[src/rtl/toggle_pulse_gen.sv]
// toggle_pulse_gen
//   Front end for a T flip-flop. The block has two sources of toggle pulses:
//   - a debounced push-button, which gives one pulse per accepted press
//   - a programmable divider, which gives periodic pulses
//   It also reports the debounced button level and a wrapping count of the
//   pulses it has issued.
//
// Ports
//   clk          rising-edge clock
//   rst          synchronous, active-high reset
//   btn_in       raw button level; asynchronous to clk and may bounce
//   mode         0 = button mode, 1 = periodic mode
//   period       pulse interval in periodic mode, in clk cycles (0 = off)
//   t_out        registered single-cycle toggle pulse (drives T of the flop)
//   btn_stable   registered debounced button level
//   pulse_count  number of cycles with t_out high, modulo 256
module toggle_pulse_gen #(
  parameter int DEBOUNCE_CYCLES = 4,
  parameter int DIV_WIDTH       = 8
) (
  input  logic                 clk,
  input  logic                 rst,
  input  logic                 btn_in,
  input  logic                 mode,
  input  logic [DIV_WIDTH-1:0] period,
  output logic                 t_out,
  output logic                 btn_stable,
  output logic [7:0]           pulse_count
);

  // Counter width is at least one bit, so that DEBOUNCE_CYCLES = 1 still works.
  localparam int CNT_W = (DEBOUNCE_CYCLES > 1) ? $clog2(DEBOUNCE_CYCLES) : 1;
  localparam logic [CNT_W-1:0] CNT_LAST = CNT_W'(DEBOUNCE_CYCLES - 1);

  typedef enum logic [1:0] {
    IDLE_LOW  = 2'd0,
    WAIT_HIGH = 2'd1,
    IDLE_HIGH = 2'd2,
    WAIT_LOW  = 2'd3
  } state_t;

  state_t               state_r;
  state_t               state_s;
  logic                 sync1_r;
  logic                 sync2_r;
  logic [CNT_W-1:0]     cnt_r;
  logic [CNT_W-1:0]     cnt_s;
  logic                 stable_s;
  logic                 press_s;
  logic [DIV_WIDTH-1:0] div_cnt_r;
  logic [DIV_WIDTH-1:0] div_cnt_s;
  logic [DIV_WIDTH-1:0] period_m1_s;
  logic                 t_s;

  // Debounce next-state logic. The FSM sees only the synchronized level.
  always_comb begin
    state_s  = state_r;
    cnt_s    = cnt_r;
    stable_s = btn_stable;
    press_s  = 1'b0;
    case (state_r)
      IDLE_LOW: begin
        if (sync2_r) begin
          state_s = WAIT_HIGH;
          cnt_s   = '0;
        end else begin
          state_s = IDLE_LOW;
        end
      end
      WAIT_HIGH: begin
        if (!sync2_r) begin
          state_s = IDLE_LOW;
        end else if (cnt_r == CNT_LAST) begin
          state_s  = IDLE_HIGH;
          stable_s = 1'b1;
          press_s  = 1'b1;
        end else begin
          cnt_s = cnt_r + CNT_W'(1);
        end
      end
      IDLE_HIGH: begin
        if (!sync2_r) begin
          state_s = WAIT_LOW;
          cnt_s   = '0;
        end else begin
          state_s = IDLE_HIGH;
        end
      end
      WAIT_LOW: begin
        if (sync2_r) begin
          state_s = IDLE_HIGH;
        end else if (cnt_r == CNT_LAST) begin
          state_s  = IDLE_LOW;
          stable_s = 1'b0;
        end else begin
          cnt_s = cnt_r + CNT_W'(1);
        end
      end
      default: begin
        state_s = IDLE_LOW;
        cnt_s   = '0;
      end
    endcase
  end

  // Pulse source selection and the periodic divider.
  // The ">=" compare means that lowering period in the middle of a count
  // gives a pulse on the next edge, instead of letting the counter run past
  // the new period.
  always_comb begin
    period_m1_s = period - DIV_WIDTH'(1);
    div_cnt_s   = '0;
    t_s         = 1'b0;
    if (mode) begin
      if (period == '0) begin
        div_cnt_s = '0;
        t_s       = 1'b0;
      end else if (div_cnt_r >= period_m1_s) begin
        div_cnt_s = '0;
        t_s       = 1'b1;
      end else begin
        div_cnt_s = div_cnt_r + DIV_WIDTH'(1);
        t_s       = 1'b0;
      end
    end else begin
      t_s = press_s;
    end
  end

  // State, synchronizer, divider and output registers.
  always_ff @(posedge clk) begin
    if (rst) begin
      state_r     <= IDLE_LOW;
      sync1_r     <= 1'b0;
      sync2_r     <= 1'b0;
      cnt_r       <= '0;
      div_cnt_r   <= '0;
      t_out       <= 1'b0;
      btn_stable  <= 1'b0;
      pulse_count <= 8'd0;
    end else begin
      state_r    <= state_s;
      sync1_r    <= btn_in;
      sync2_r    <= sync1_r;
      cnt_r      <= cnt_s;
      div_cnt_r  <= div_cnt_s;
      t_out      <= t_s;
      btn_stable <= stable_s;
      if (t_s) begin
        pulse_count <= pulse_count + 8'd1;
      end else begin
        pulse_count <= pulse_count;
      end
    end
  end

endmodule
[config.mk]
export PLATFORM = sky130hd
export DESIGN_NAME = toggle_pulse_gen
export DESIGN_NICKNAME = d
export VERILOG_FILES = /design/src/rtl/toggle_pulse_gen.sv
export SDC_FILE = /design/constraint.sdc
export NUM_CORES = 1
export LEC_CHECK = 0
export CORE_ASPECT_RATIO = 1.2
export CORE_MARGIN = 2
export CORE_UTILIZATION = 35
export CTS_CLUSTER_SIZE = 20
export DETAILED_ROUTE_END_ITERATION = 8
export SLEW_MARGIN = 5
export SYNTH_ARGS = -nofsm -noshare
export SYNTH_HDL_FRONTEND = slang
export SYNTH_SLANG_ARGS = --single-unit
[constraint.sdc]
create_clock -name clk -period 3.45 [get_ports clk]
set_input_delay 0.69 -clock clk [delete_from_list [all_inputs] [get_ports clk]]
set_output_delay 0.69 -clock clk [all_outputs]
set_load 0.02 [all_outputs]
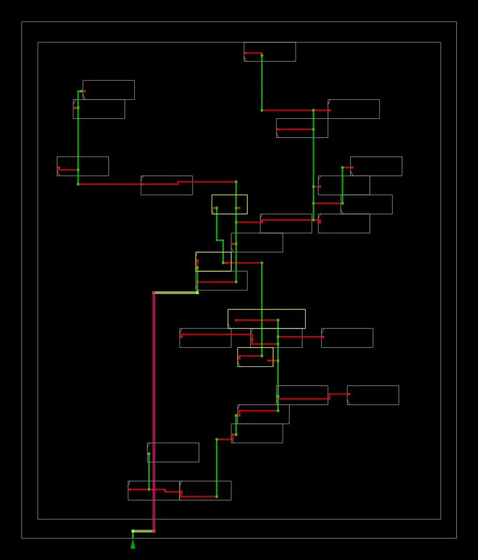
*Clock nets, run 1*
Clock Sink Count: 24
sequential cells: 24
final-layout clock buffer total: 3

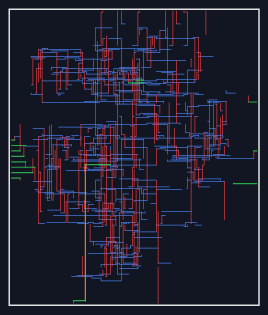
*Signal wires by layer, run 1*
Drawn at 4 px/µm.
colour	layer	wire length
orange	met4	34.0 µm
green	met3	49.0 µm
red	met2	1370 µm
blue	met1	1260 µm
GRT Overall Usage: 13.71%
count of vias placed by the detailed router: 1134
wire length per cell: 11.41 µm
Final Routed Wirelength: 2.715 mm

==> flow_summary.html, run 1 <==
<h2>Implementation results</h2>
<table>
<tr><th>Metric</th><th>Value</th></tr>
<tr><th colspan="2">Run status</th></tr>
<tr><td>Outcome</td><td>complete, no violations</td></tr>
<tr><th colspan="2">Logic synthesis</th></tr>
<tr><td>Area fraction in compound gates after synthesis</td><td>12.82%</td></tr>
<tr><td>Synth Area in Simple Gates</td><td>roughly a quarter</td></tr>
<tr><td>Dominant kind of combinational cell</td><td>simple AND/OR/NAND/NOR gates</td></tr>
<tr><td>Net count entering floorplan</td><td>186</td></tr>
<tr><td>Number of unique standard cell types used by synthesis</td><td>37</td></tr>
<tr><td>Adder Area Share</td><td>between 10% and 20%</td></tr>
<tr><td>Gate count of the mapped netlist</td><td>161</td></tr>
<tr><td>Seq/Total Area, Yosys</td><td>about a third</td></tr>
<tr><th colspan="2">Global route</th></tr>
<tr><td>Largest net degree at the start of global routing</td><td>26</td></tr>
<tr><td>Met3 global-route usage</td><td>around 1.1%</td></tr>
<tr><td>Most utilized layer in the global route result</td><td>met2</td></tr>
<tr><td>Routing usage on met1</td><td>16.94%</td></tr>
<tr><th colspan="2">Die</th></tr>
<tr><td>Overall chip area</td><td>approximately 4600 µm²</td></tr>
<tr><td>X dimension of the die</td><td>62.05 µm</td></tr>
<tr><td>Standard-cell row count</td><td>25</td></tr>
<tr><td>Standard cell core area</td><td>3910 µm²</td></tr>
<tr><th colspan="2">Final timing</th></tr>
<tr><td>Worst clock skew</td><td>0.006346 ns</td></tr>
<tr><td>Slew Viols, Final</td><td>0</td></tr>
<tr><td>Relative slew slack</td><td>between 40 and 50%</td></tr>
<tr><td>Count of final setup violators</td><td>0</td></tr>
<tr><td>Setup ws final</td><td>between 0.2 and 0.3 ns</td></tr>
<tr><th colspan="2">Power</th></tr>
<tr><td>Part of the power in combinational logic</td><td>10.4%</td></tr>
<tr><td>Clock group</td><td>243 µW</td></tr>
<tr><td>Largest power group</td><td>registers</td></tr>
<tr><td>Total power</td><td>a little under 600 µW</td></tr>
<tr><td>Cell leakage power</td><td>between 0.0006 and 0.0007 µW</td></tr>
<tr><th colspan="2">CTS</th></tr>
<tr><td>Total clock buffers created by CTS</td><td>3</td></tr>
<tr><td>Post-CTS clock slew at the launch and capture registers of the worst setup and hold paths</td><td>0.09 ns</td></tr>
<tr><td>CTS tree</td><td>done</td></tr>
<tr><td>Setup fix buffers added after clock tree synthesis</td><td>0</td></tr>
<tr><td>Hold_buf cts</td><td>0</td></tr>
<tr><th colspan="2">Finish</th></tr>
<tr><td>Area taken by flip-flops and latches</td><td>480.5 µm²</td></tr>
<tr><td>Count of placed standard cells in the final layout, fillers left out</td><td>between 200 and 250</td></tr>
<tr><td>Clock-cell share of area</td><td>under 10%</td></tr>
<tr><td>Ratio of cells with drive above 1 in the final layout</td><td>roughly 8.7%</td></tr>
<tr><td>Layout Utilization</td><td>approximately 45%</td></tr>
<tr><td>Most common logic cell in the routed design</td><td>sky130_fd_sc_hd__dfxtp_1</td></tr>
<tr><td>Combinational cell area excluding buffers and inverters</td><td>~900 µm²</td></tr>
<tr><td>Post-Layout Inst Area</td><td>1753 µm²</td></tr>
<tr><th colspan="2">Critical path</th></tr>
<tr><td>Longest individual stage delay on the worst path</td><td>between 0.4 and 0.5 ns</td></tr>
<tr><td>Worst-path cell with the longest stage delay</td><td>sky130_fd_sc_hd__clkdlybuf4s50_1</td></tr>
<tr><td>Sort of element at the start of the critical path</td><td>primary input</td></tr>
<tr><td>Worst setup path startpoint</td><td>period[1]</td></tr>
<tr><td>Worst Setup End Kind</td><td>flip-flop</td></tr>
<tr><td>Critical path's top delay family</td><td>AND-OR/OR-AND gates</td></tr>
<tr><td>Reg-to-reg setup timing slack</td><td>between 1 and 1.5 ns</td></tr>
<tr><td>Source of the worst register-to-register timing path</td><td>div_cnt_r[0]$_SDFF_PP0_</td></tr>
<tr><td>CP cell instances</td><td>clkdlybuf4s50_1 -&gt; nor3_1 -&gt; nor3b_1 -&gt; xnor2_1 -&gt; ha_1 -&gt; a21oi_1 -&gt; o21ai_0 -&gt; a21oi_4 -&gt; a2111oi_4 -&gt; mux2_1</td></tr>
<tr><th colspan="2">Detailed routing</th></tr>
<tr><td>Metal1 wirelength</td><td>approximately 1.3 mm</td></tr>
<tr><td>Number of iterations in the first detailed-routing pass</td><td>4</td></tr>
<tr><td>Final ANT Viol Nets</td><td>0</td></tr>
<tr><td>Highest Signal Layer</td><td>met4</td></tr>
<tr><th colspan="2">Place</th></tr>
<tr><td>GPL Wtd Cong</td><td>between 0.7 and 0.8</td></tr>
<tr><td>Detailed placement HPWL</td><td>around 2.2 mm</td></tr>
<tr><th colspan="2">Worst hold path</th></tr>
<tr><td>Type of the worst min-delay path</td><td>reg2reg</td></tr>
<tr><td>Beginning of the worst hold path</td><td>sync1_r$_SDFF_PP0_</td></tr>
<tr><td>Hold Path Cell Cnt</td><td>1</td></tr>
</table>
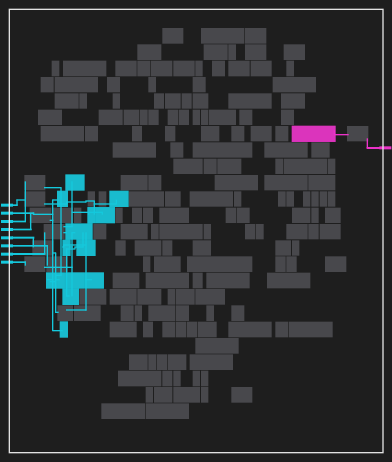
*Wires at chosen ports, followed through buffers, run 1*
Drawn at 6 px/µm.
colour	port	bits	direction	edge	end cells	buffers	wire
cyan	period	8	input	left	14	9	188 µm
magenta	t_out	1	output	right	1	1	6.60 µm

==> run 2, diff against run 1 <==
--- a/config.mk
+++ b/config.mk
@@ -10,6 +10,7 @@
 export CORE_UTILIZATION = 35
 export CTS_CLUSTER_SIZE = 20
 export DETAILED_ROUTE_END_ITERATION = 8
+export GPL_ROUTABILITY_DRIVEN = 0
 export SLEW_MARGIN = 5
 export SYNTH_ARGS = -nofsm -noshare
 export SYNTH_HDL_FRONTEND = slang
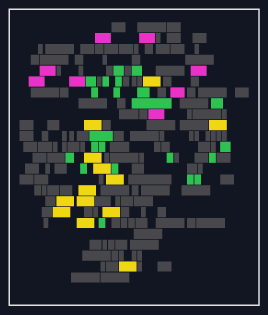
*Selected gate families, run 2*
Drawn at 4 px/µm.
colour	family	cells	most used
magenta	multiplexers	8	mux2_2
green	inverting AOI/OAI gates	22	a21oi_1
yellow	adder and majority cells	13	ha_1

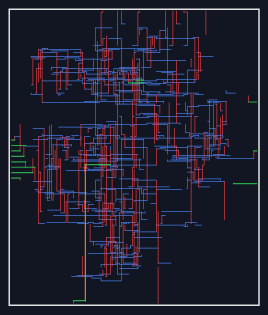
*Signal wires by layer, run 2*
Drawn at 4 px/µm.
colour	layer	wire length
red	met2	1370 µm
blue	met1	1260 µm
green	met3	49.0 µm
orange	met4	34.0 µm

==> flow_summary.html, run 2 <==
<h2>Implementation results</h2>
<table>
<tr><th>Metric</th><th>Value</th></tr>
<tr><th colspan="2">Run status</th></tr>
<tr><td>Outcome</td><td>complete, no violations</td></tr>
<tr><th colspan="2">Detailed routing</th></tr>
<tr><td>Number of iterations in the first detailed-routing pass</td><td>4</td></tr>
<tr><td>Final ANT Viol Nets</td><td>0</td></tr>
<tr><td>Metal1 wirelength</td><td>1.261 mm</td></tr>
<tr><td># DRC</td><td>0</td></tr>
<tr><td>Highest Signal Layer</td><td>met4</td></tr>
<tr><td>Count of vias placed by the detailed router</td><td>1134</td></tr>
<tr><td>Final Routed Wirelength</td><td>~2.7 mm</td></tr>
<tr><td>Wire length per cell</td><td>11.41 µm</td></tr>
<tr><th colspan="2">Global route</th></tr>
<tr><td>Vias in the first global route</td><td>between 1000 and 1500</td></tr>
<tr><td>Most utilized layer in the global route result</td><td>met2</td></tr>
<tr><td>Met3 global-route usage</td><td>roughly 1.1%</td></tr>
<tr><td>GRT Overall Usage</td><td>about 14%</td></tr>
<tr><td>Routing usage on met1</td><td>roughly 17%</td></tr>
<tr><th colspan="2">Finish</th></tr>
<tr><td>Final-layout clock buffer total</td><td>3</td></tr>
<tr><td>Final Net Count</td><td>210</td></tr>
<tr><td>Post-Layout Inst Area</td><td>1753 µm²</td></tr>
<tr><td>Ratio of cells with drive above 1 in the final layout</td><td>around 8.7%</td></tr>
<tr><td>Filler cells</td><td>approximately 380</td></tr>
<tr><td>Layout Utilization</td><td>44.83%</td></tr>
<tr><td>Clock-cell share of area</td><td>between 4 and 5%</td></tr>
<tr><td>Sequential cells</td><td>24</td></tr>
<tr><td>Most common logic cell in the routed design</td><td>sky130_fd_sc_hd__dfxtp_1</td></tr>
<tr><td>Multi-Input Combinational</td><td>roughly 130</td></tr>
<tr><td>Combinational cell area excluding buffers and inverters</td><td>~890 µm²</td></tr>
<tr><td>Count of placed standard cells in the final layout, fillers left out</td><td>about 240</td></tr>
<tr><td>Area taken by flip-flops and latches</td><td>480.5 µm²</td></tr>
<tr><th colspan="2">Logic synthesis</th></tr>
<tr><td>Seq/Total Area, Yosys</td><td>between 30% and 40%</td></tr>
<tr><td>Synth Area in Simple Gates</td><td>roughly a quarter</td></tr>
<tr><td>Post-synthesis register bit count</td><td>24</td></tr>
<tr><td>Syn avg cell area</td><td>8.789 µm²</td></tr>
<tr><td>Net count entering floorplan</td><td>between 150 and 200</td></tr>
<tr><td>Dominant kind of combinational cell</td><td>simple AND/OR/NAND/NOR gates</td></tr>
<tr><td>Gate count of the mapped netlist</td><td>161</td></tr>
<tr><td>Area fraction in compound gates after synthesis</td><td>12.82%</td></tr>
<tr><td>Number of unique standard cell types used by synthesis</td><td>37</td></tr>
<tr><td>Adder Area Share</td><td>11.49%</td></tr>
<tr><th colspan="2">Power</th></tr>
<tr><td>Total power</td><td>588.9 µW</td></tr>
<tr><td>Part of the power in combinational logic</td><td>between 10% and 20%</td></tr>
<tr><td>Clock group</td><td>around 240 µW</td></tr>
<tr><td>Cell leakage power</td><td>0.0006635 µW</td></tr>
<tr><td>Largest power group</td><td>registers</td></tr>
<tr><th colspan="2">Final timing</th></tr>
<tr><td>Unrepaired setup endpoints after global routing</td><td>no</td></tr>
<tr><td>Setup ws final</td><td>0.2703 ns</td></tr>
<tr><td>Worst clock skew</td><td>between 0.006 and 0.007 ns</td></tr>
<tr><td>Worst-margin pin slew</td><td>between 0.8 and 0.9 ns</td></tr>
<tr><td>Count of final setup violators</td><td>0</td></tr>
<tr><td>Slew Viols, Final</td><td>0</td></tr>
<tr><td>Relative slew slack</td><td>45.69%</td></tr>
<tr><th colspan="2">Die</th></tr>
<tr><td>Standard-cell row count</td><td>25</td></tr>
<tr><td>X dimension of the die</td><td>62.05 µm</td></tr>
<tr><td>Overall chip area</td><td>approximately 4600 µm²</td></tr>
<tr><td>Standard cell core area</td><td>3910 µm²</td></tr>
<tr><th colspan="2">CTS</th></tr>
<tr><td>Total clock buffers created by CTS</td><td>3</td></tr>
<tr><td>Resized cells post-CTS</td><td>0</td></tr>
<tr><td>Hold_buf cts</td><td>0</td></tr>
<tr><td>Post-CTS clock slew at the launch and capture registers of the worst setup and hold paths</td><td>about 0.090 ns</td></tr>
<tr><td>Clock Sink Count</td><td>24</td></tr>
<tr><td>CTS tree</td><td>done</td></tr>
<tr><td>Setup fix buffers added after clock tree synthesis</td><td>0</td></tr>
<tr><th colspan="2">Place</th></tr>
<tr><td>Number of input and output port buffers inserted</td><td>21</td></tr>
<tr><td>Detailed placement HPWL</td><td>between 2 and 2.5 mm</td></tr>
<tr><th colspan="2">Critical path</th></tr>
<tr><td>Source of the worst register-to-register timing path</td><td>div_cnt_r[0]$_SDFF_PP0_</td></tr>
<tr><td>CP cell instances</td><td>clkdlybuf4s50_1 -&gt; nor3_1 -&gt; nor3b_1 -&gt; xnor2_1 -&gt; ha_1 -&gt; a21oi_1 -&gt; o21ai_0 -&gt; a21oi_4 -&gt; a2111oi_4 -&gt; mux2_1</td></tr>
<tr><td>Sort of element at the start of the critical path</td><td>primary input</td></tr>
<tr><td>Longest individual stage delay on the worst path</td><td>between 0.4 and 0.5 ns</td></tr>
<tr><td>Critical path's top delay family</td><td>AND-OR/OR-AND gates</td></tr>
<tr><td>Worst-path cell with the longest stage delay</td><td>sky130_fd_sc_hd__clkdlybuf4s50_1</td></tr>
<tr><td>Arrival time at the worst endpoint</td><td>roughly 3.3 ns</td></tr>
<tr><td>Worst Setup End Kind</td><td>flip-flop</td></tr>
<tr><td>Reg-to-reg setup timing slack</td><td>~1.3 ns</td></tr>
<tr><td>Worst setup path startpoint</td><td>period[1]</td></tr>
<tr><th colspan="2">Worst hold path</th></tr>
<tr><td>Type of the worst min-delay path</td><td>reg2reg</td></tr>
<tr><td>Hold Path Cell Cnt</td><td>1</td></tr>
<tr><td>Beginning of the worst hold path</td><td>sync1_r$_SDFF_PP0_</td></tr>
<tr><th colspan="2">Flow run</th></tr>
<tr><td>Total of max-cap violations</td><td>0</td></tr>
</table>
Power and IR drop assume default switching activity.
